<file path="src/rtl/uart_frame_parser.sv">
// uart_frame_parser: consumes bytes from the UART receive FIFO, hunts for the
// sync byte and parses SYNC, LEN, LEN payload bytes, CHK frames. Payload bytes
// go out on a valid/ready stream. Each frame ends with a one-cycle good or bad
// pulse, and saturating counters track good and bad frames.
// Optional build macro: UART_FRAME_TIMEOUT_EN adds an inter-byte timeout that
// aborts a frame stuck in LEN, PAY or CHK for TIMEOUT_CYCLES clocks.
module uart_frame_parser #(
    parameter int                    DATA_WIDTH     = 8,
    parameter logic [DATA_WIDTH-1:0] SYNC_BYTE      = 'hA5,
    parameter int                    MAX_PAYLOAD    = 64,
    parameter int                    TIMEOUT_CYCLES = 100_000
) (
    input  logic                  CLKip,
    input  logic                  RSTi,
    output logic                  RDo,
    input  logic [DATA_WIDTH-1:0] DATAi,
    input  logic                  EMPTYi,
    output logic [DATA_WIDTH-1:0] PAY_DATAo,
    output logic                  PAY_VALIDo,
    output logic                  PAY_LASTo,
    input  logic                  PAY_READYi,
    output logic                  FRAME_OKo,
    output logic                  FRAME_ERRo,
    output logic [1:0]            ERR_CODEo,
    output logic [15:0]           OK_CNTo,
    output logic [15:0]           ERR_CNTo
);

    // LEN must fit in one byte; the timeout needs at least two cycles to count.
    generate
        if (MAX_PAYLOAD < 1 || MAX_PAYLOAD >= (1 << DATA_WIDTH) || TIMEOUT_CYCLES < 2) begin : g_bad_params
            $error("uart_frame_parser: MAX_PAYLOAD or TIMEOUT_CYCLES out of range");
        end
    endgenerate

    localparam logic [DATA_WIDTH-1:0] MAX_LEN = DATA_WIDTH'(MAX_PAYLOAD);
    localparam logic [DATA_WIDTH-1:0] CNT_ONE = DATA_WIDTH'(1);

    localparam logic [1:0] CODE_BAD_LEN = 2'b01;
    localparam logic [1:0] CODE_BAD_CHK = 2'b10;
    localparam logic [1:0] CODE_TIMEOUT = 2'b11;

    typedef enum logic [1:0] {
        S_HUNT = 2'd0,
        S_LEN  = 2'd1,
        S_PAY  = 2'd2,
        S_CHK  = 2'd3
    } state_t;

    state_t                state_q, state_d;
    logic                  pend_q, pend_d;
    logic [DATA_WIDTH-1:0] pay_data_q, pay_data_d;
    logic                  pay_valid_q, pay_valid_d;
    logic                  pay_last_q, pay_last_d;
    logic [DATA_WIDTH-1:0] chk_q, chk_d;
    logic [DATA_WIDTH-1:0] cnt_q, cnt_d;
    logic                  frame_ok_q, frame_ok_d;
    logic                  frame_err_q, frame_err_d;
    logic [1:0]            err_code_q, err_code_d;
    logic [15:0]           ok_cnt_q, ok_cnt_d;
    logic [15:0]           err_cnt_q, err_cnt_d;

    logic hold;
    logic rd;
    logic capture;
    logic accept;
    logic len_ok;
    logic tmo_fire;

    // A presented byte that is not yet taken blocks further FIFO reads, so at
    // most one payload byte is ever in flight. Reads are suppressed in reset
    // so the FIFO is left untouched.
    assign hold    = pay_valid_q & ~PAY_READYi;
    assign rd      = ~RSTi & ~EMPTYi & ~pend_q & ~hold;
    assign capture = pend_q;
    assign accept  = pay_valid_q & PAY_READYi;
    assign len_ok  = (DATAi != '0) && (DATAi <= MAX_LEN);
    assign pend_d  = rd;

`ifdef UART_FRAME_TIMEOUT_EN
    localparam int TMO_W = $clog2(TIMEOUT_CYCLES + 1);

    logic [TMO_W-1:0] tmo_q, tmo_d;
    logic             tmo_advance;

    // Idle clocks inside a frame; a stalled consumer is not the sender's fault.
    assign tmo_advance = (state_q != S_HUNT) && !capture && !hold;
    assign tmo_fire    = tmo_advance && (tmo_q == TMO_W'(TIMEOUT_CYCLES - 1));

    // Inter-byte timeout counter: clears on every captured byte and outside a frame.
    always_comb begin
        tmo_d = tmo_q;
        if (state_q == S_HUNT || capture || tmo_fire) begin
            tmo_d = '0;
        end else if (tmo_advance) begin
            tmo_d = tmo_q + TMO_W'(1);
        end
    end

    // Timeout counter register.
    always_ff @(posedge CLKip or posedge RSTi) begin
        if (RSTi) begin
            tmo_q <= '0;
        end else begin
            tmo_q <= tmo_d;
        end
    end
`else
    assign tmo_fire = 1'b0;
`endif

    // State register.
    always_ff @(posedge CLKip or posedge RSTi) begin
        if (RSTi) begin
            state_q <= S_HUNT;
        end else begin
            state_q <= state_d;
        end
    end

    // Next-state logic: advance on captured bytes, leave PAY when the last
    // payload byte has been accepted downstream.
    always_comb begin
        state_d = state_q;
        if (tmo_fire) begin
            state_d = S_HUNT;
        end else begin
            case (state_q)
                S_HUNT: if (capture && DATAi == SYNC_BYTE) state_d = S_LEN;
                S_LEN:  if (capture) state_d = len_ok ? S_PAY : S_HUNT;
                S_PAY:  if (accept && cnt_q == CNT_ONE) state_d = S_CHK;
                S_CHK:  if (capture) state_d = S_HUNT;
                default: state_d = S_HUNT;
            endcase
        end
    end

    // Datapath and outputs: payload presentation, running checksum, remaining
    // byte count, result pulses and saturating counters.
    always_comb begin
        pay_data_d  = pay_data_q;
        pay_valid_d = pay_valid_q;
        pay_last_d  = pay_last_q;
        chk_d       = chk_q;
        cnt_d       = cnt_q;
        frame_ok_d  = 1'b0;
        frame_err_d = 1'b0;
        err_code_d  = err_code_q;
        ok_cnt_d    = ok_cnt_q;
        err_cnt_d   = err_cnt_q;

        if (accept) begin
            pay_valid_d = 1'b0;
            pay_last_d  = 1'b0;
            cnt_d       = cnt_q - CNT_ONE;
        end

        if (tmo_fire) begin
            pay_valid_d = 1'b0;
            pay_last_d  = 1'b0;
            frame_err_d = 1'b1;
            err_code_d  = CODE_TIMEOUT;
            if (err_cnt_q != 16'hFFFF) err_cnt_d = err_cnt_q + 16'd1;
        end else begin
            case (state_q)
                S_HUNT: begin
                    if (capture && DATAi == SYNC_BYTE) chk_d = '0;
                end
                S_LEN: begin
                    if (capture) begin
                        if (len_ok) begin
                            chk_d = DATAi;
                            cnt_d = DATAi;
                        end else begin
                            frame_err_d = 1'b1;
                            err_code_d  = CODE_BAD_LEN;
                            if (err_cnt_q != 16'hFFFF) err_cnt_d = err_cnt_q + 16'd1;
                        end
                    end
                end
                S_PAY: begin
                    // A capture never overlaps an unaccepted byte, so cnt_q
                    // still counts the byte being captured.
                    if (capture) begin
                        pay_data_d  = DATAi;
                        pay_valid_d = 1'b1;
                        pay_last_d  = (cnt_q == CNT_ONE);
                        chk_d       = chk_q + DATAi;
                    end
                end
                S_CHK: begin
                    if (capture) begin
                        if (DATAi == chk_q) begin
                            frame_ok_d = 1'b1;
                            if (ok_cnt_q != 16'hFFFF) ok_cnt_d = ok_cnt_q + 16'd1;
                        end else begin
                            frame_err_d = 1'b1;
                            err_code_d  = CODE_BAD_CHK;
                            if (err_cnt_q != 16'hFFFF) err_cnt_d = err_cnt_q + 16'd1;
                        end
                    end
                end
                default: ;
            endcase
        end
    end

    // Datapath registers.
    always_ff @(posedge CLKip or posedge RSTi) begin
        if (RSTi) begin
            pend_q      <= 1'b0;
            pay_data_q  <= '0;
            pay_valid_q <= 1'b0;
            pay_last_q  <= 1'b0;
            chk_q       <= '0;
            cnt_q       <= '0;
            frame_ok_q  <= 1'b0;
            frame_err_q <= 1'b0;
            err_code_q  <= 2'b00;
            ok_cnt_q    <= 16'd0;
            err_cnt_q   <= 16'd0;
        end else begin
            pend_q      <= pend_d;
            pay_data_q  <= pay_data_d;
            pay_valid_q <= pay_valid_d;
            pay_last_q  <= pay_last_d;
            chk_q       <= chk_d;
            cnt_q       <= cnt_d;
            frame_ok_q  <= frame_ok_d;
            frame_err_q <= frame_err_d;
            err_code_q  <= err_code_d;
            ok_cnt_q    <= ok_cnt_d;
            err_cnt_q   <= err_cnt_d;
        end
    end

    assign RDo        = rd;
    assign PAY_DATAo  = pay_data_q;
    assign PAY_VALIDo = pay_valid_q;
    assign PAY_LASTo  = pay_last_q;
    assign FRAME_OKo  = frame_ok_q;
    assign FRAME_ERRo = frame_err_q;
    assign ERR_CODEo  = err_code_q;
    assign OK_CNTo    = ok_cnt_q;
    assign ERR_CNTo   = err_cnt_q;

endmodule
</file>
<file path="config.mk">
export PLATFORM = sky130hd
export DESIGN_NAME = uart_frame_parser
export DESIGN_NICKNAME = d
export VERILOG_FILES = /design/src/rtl/uart_frame_parser.sv
export SDC_FILE = /design/constraint.sdc
export NUM_CORES = 1
export LEC_CHECK = 0
export CAP_MARGIN = 20
export CORE_ASPECT_RATIO = 0.9
export CORE_MARGIN = 2
export CORE_UTILIZATION = 57
export CTS_BUF_LIST = sky130_fd_sc_hd__clkbuf_4 sky130_fd_sc_hd__clkbuf_8 sky130_fd_sc_hd__clkbuf_16
export CTS_CLUSTER_SIZE = 40
export DETAILED_ROUTE_END_ITERATION = 10
export PLACE_DENSITY = 0.84
export SETUP_SLACK_MARGIN = 0.4
export SYNTH_ARGS = -nofsm -noshare
export SYNTH_HDL_FRONTEND = slang
export SYNTH_SLANG_ARGS = --single-unit
</file>
<file path="constraint.sdc">
create_clock -name CLKip -period 4.23 [get_ports CLKip]
set_input_delay 0.846 -clock CLKip [delete_from_list [all_inputs] [get_ports CLKip]]
set_output_delay 0.846 -clock CLKip [all_outputs]
set_load 0.05 [all_outputs]
</file>
Figure 1. Gate families picked out.
The bar under the picture is 20 um long.
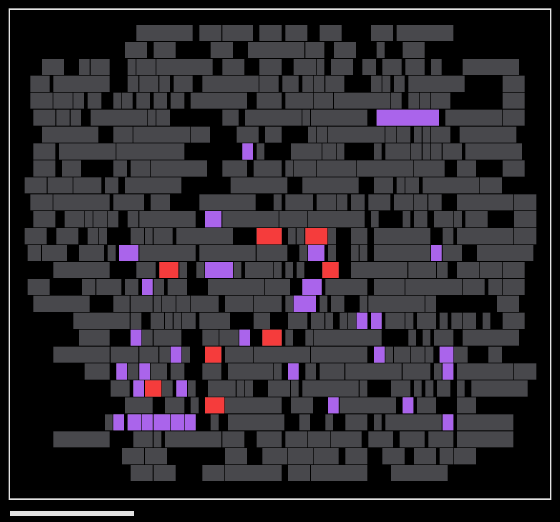
Key: purple = inverting AOI/OAI gates [cells 32, most used a21oi_1]; red = AND-OR and OR-AND gates [cells 8, most used a22o_1]
count of placed standard cells in the final layout, fillers left out: 480
leading cell type in the layout, fill and taps excluded: dfrtp_1
fraction of standard cell area in multi-input logic: 40.92%

Figure 2. Wiring by layer.
Two of the layers only.
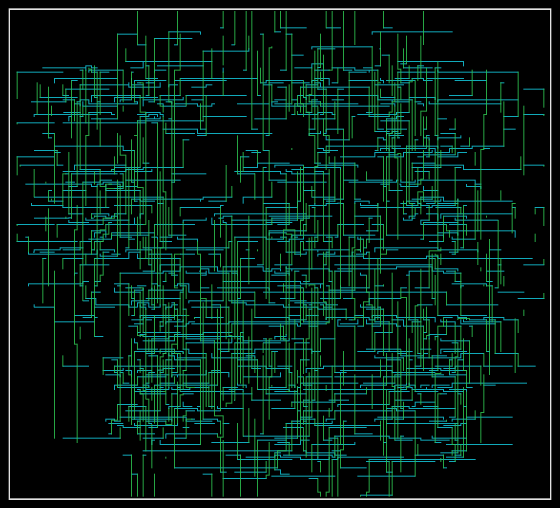
Key: cyan = met1 [wire length 3460 um]; green = met2 [wire length 3640 um]
number of vias after detailed routing: 2788
sum of routed wire length over all layers: 7692 um
Wirelength per Cell: 16.03 um
Total GRT Usage: 24.55%

state kept, by name (all words and copies together) (netlist names), named ones only:
name / cells
ERR_CNTo: 16
ERR_CODEo: 2
FRAME_ERRo: 1
FRAME_OKo: 1
OK_CNTo: 16
PAY_DATAo: 8
PAY_LASTo: 1
PAY_VALIDo: 1
capture: 1
chk_q: 8
cnt_q: 8
state_q: 1
layer usage:
metal / part of all wire (%) / wire (um) / up-vias
li1: - / - / 1327
met1: 45 / 3455 / 1353
met2: 47 / 3642 / 87
met3: 5.3 / 408 / 21
met4: 2.4 / 187 / 0
met5: 0 / 0 / -
layout make-up:
cell class / count / area (um2)
flip-flops and latches: 65 / 1627
multi-input cells: 254 / 1787
fillers: 433 / 1680
repair buffers: 60 / 595.6
well taps: 72 / 90.09
inverters: 13 / 48.80
clock inverters: 5 / 80.08
clock buffers: 11 / 138.9
worst max-delay path by stage:
| stage | start | endpoint | slack (ns) | cells after the start |
|---|---|---|---|---|
| floorplan | EMPTYi | RDo | 0.93 | 1 |
| global placement | DATAi[1] | OK_CNTo[1] | 0.88 | 6 |
| detailed placement | DATAi[3] | OK_CNTo[1] | 0.78 | 6 |
| CTS | PAY_READYi | RDo | 0.84 | 4 |
| global route | PAY_READYi | RDo | 0.76 | 4 |
| finish | PAY_READYi | RDo | 0.85 | 4 |
stage by stage:
stage | instance area, um2 | hold slack, ns | util (%) | std cells
after global placement | 4148 | 0.4757 | 68.59 | 464
after floorplan | 3516 | 0.4584 | - | 343
after CTS | 4367 | 0.4992 | 72.21 | 480
after detailed placement | 4148 | 0.4847 | 68.59 | 464
final | 4367 | 0.4953 | 72.21 | 480
after global routing | 4367 | 0.5204 | 72.21 | 480
==> flow_metrics.rpt <==
==== FLOW RESULTS ====
----------------------------------------------------
[Clock tree]
  CTS H-tree lvls ........................ 3

[Final timing]
  Max Clock Skew ........................ 0.007694 ns
  Final setup violating endpoints ........................ 0

[Synth]
  Compound-Gate Fraction of Synth Area ........................ under 10%
  Cell area after synthesis ........................ approximately 3500 um2
  Share of synthesized cell area in full adder, half adder and majority cells ........................ approximately 6.3%
  Count of library flops with an enable pin ........................ 0
  Cell types occupying the most area after synthesis ........................ dfrtp_1 (46%), xnor2_1 (7.2%), ha_1 (5.7%), mux2_2 (4.8%), nand3_1 (3.3%)
  Area share of and/or/nand/nor cells after synthesis ........................ approximately a fifth

[Critical path]
  Worst Path Arrival ........................ roughly 2.5 ns
  CP dominant cell by count ........................ clkdlybuf4s50_1
  Maximum fanout encountered on the critical timing path ........................ 3
  Sum of buffers and inverters on the critical path ........................ 2
  Worst-path cell chain ........................ clkdlybuf4s50_1, nor2b_1, nor4_1, clkdlybuf4s50_1
  Worst setup EP type ........................ primary output
  Worst Path Required ........................ approximately 3.4 ns

[Job]
  Number of warnings in the stage logs ........................ 31
  Max-cap violations ........................ 0

[Floorplanning]
  Site Rows ........................ 27

[Power and ir drop]
  Pwr Density ........................ approximately 600 nW/um2
  Max power group ........................ combinational cells
  Worst voltage drop across the vdd grid ........................ around 280 uV
  Gate power share ........................ a little over two fifths
  Power spent charging and discharging nets ........................ approximately 1.0 mW
  Proportion of total power due to net switching ........................ just over 40%
  Int Power ........................ about 1.5 mW

[Finish]
  Total number of nets in the final design ........................ roughly 430
  Share of cells above drive strength 1 ........................ a little over a tenth

[Global routing]
  First-pass GRT wire length ........................ between 10000 and 15000 um
  Grt peak-use layer ........................ met2
  Maximum number of pins on one net before global-route repair ........................ 27

[Hold path]
  Startpoint of the lowest-slack hold path ........................ chk_q[0]

[Status]
  Run status ........................ completed

[Placement]
  Count of port buffers added during placement ........................ around 58

----------------------------------------------------
No activity file was given, so power comes from the tool's default toggle rates.
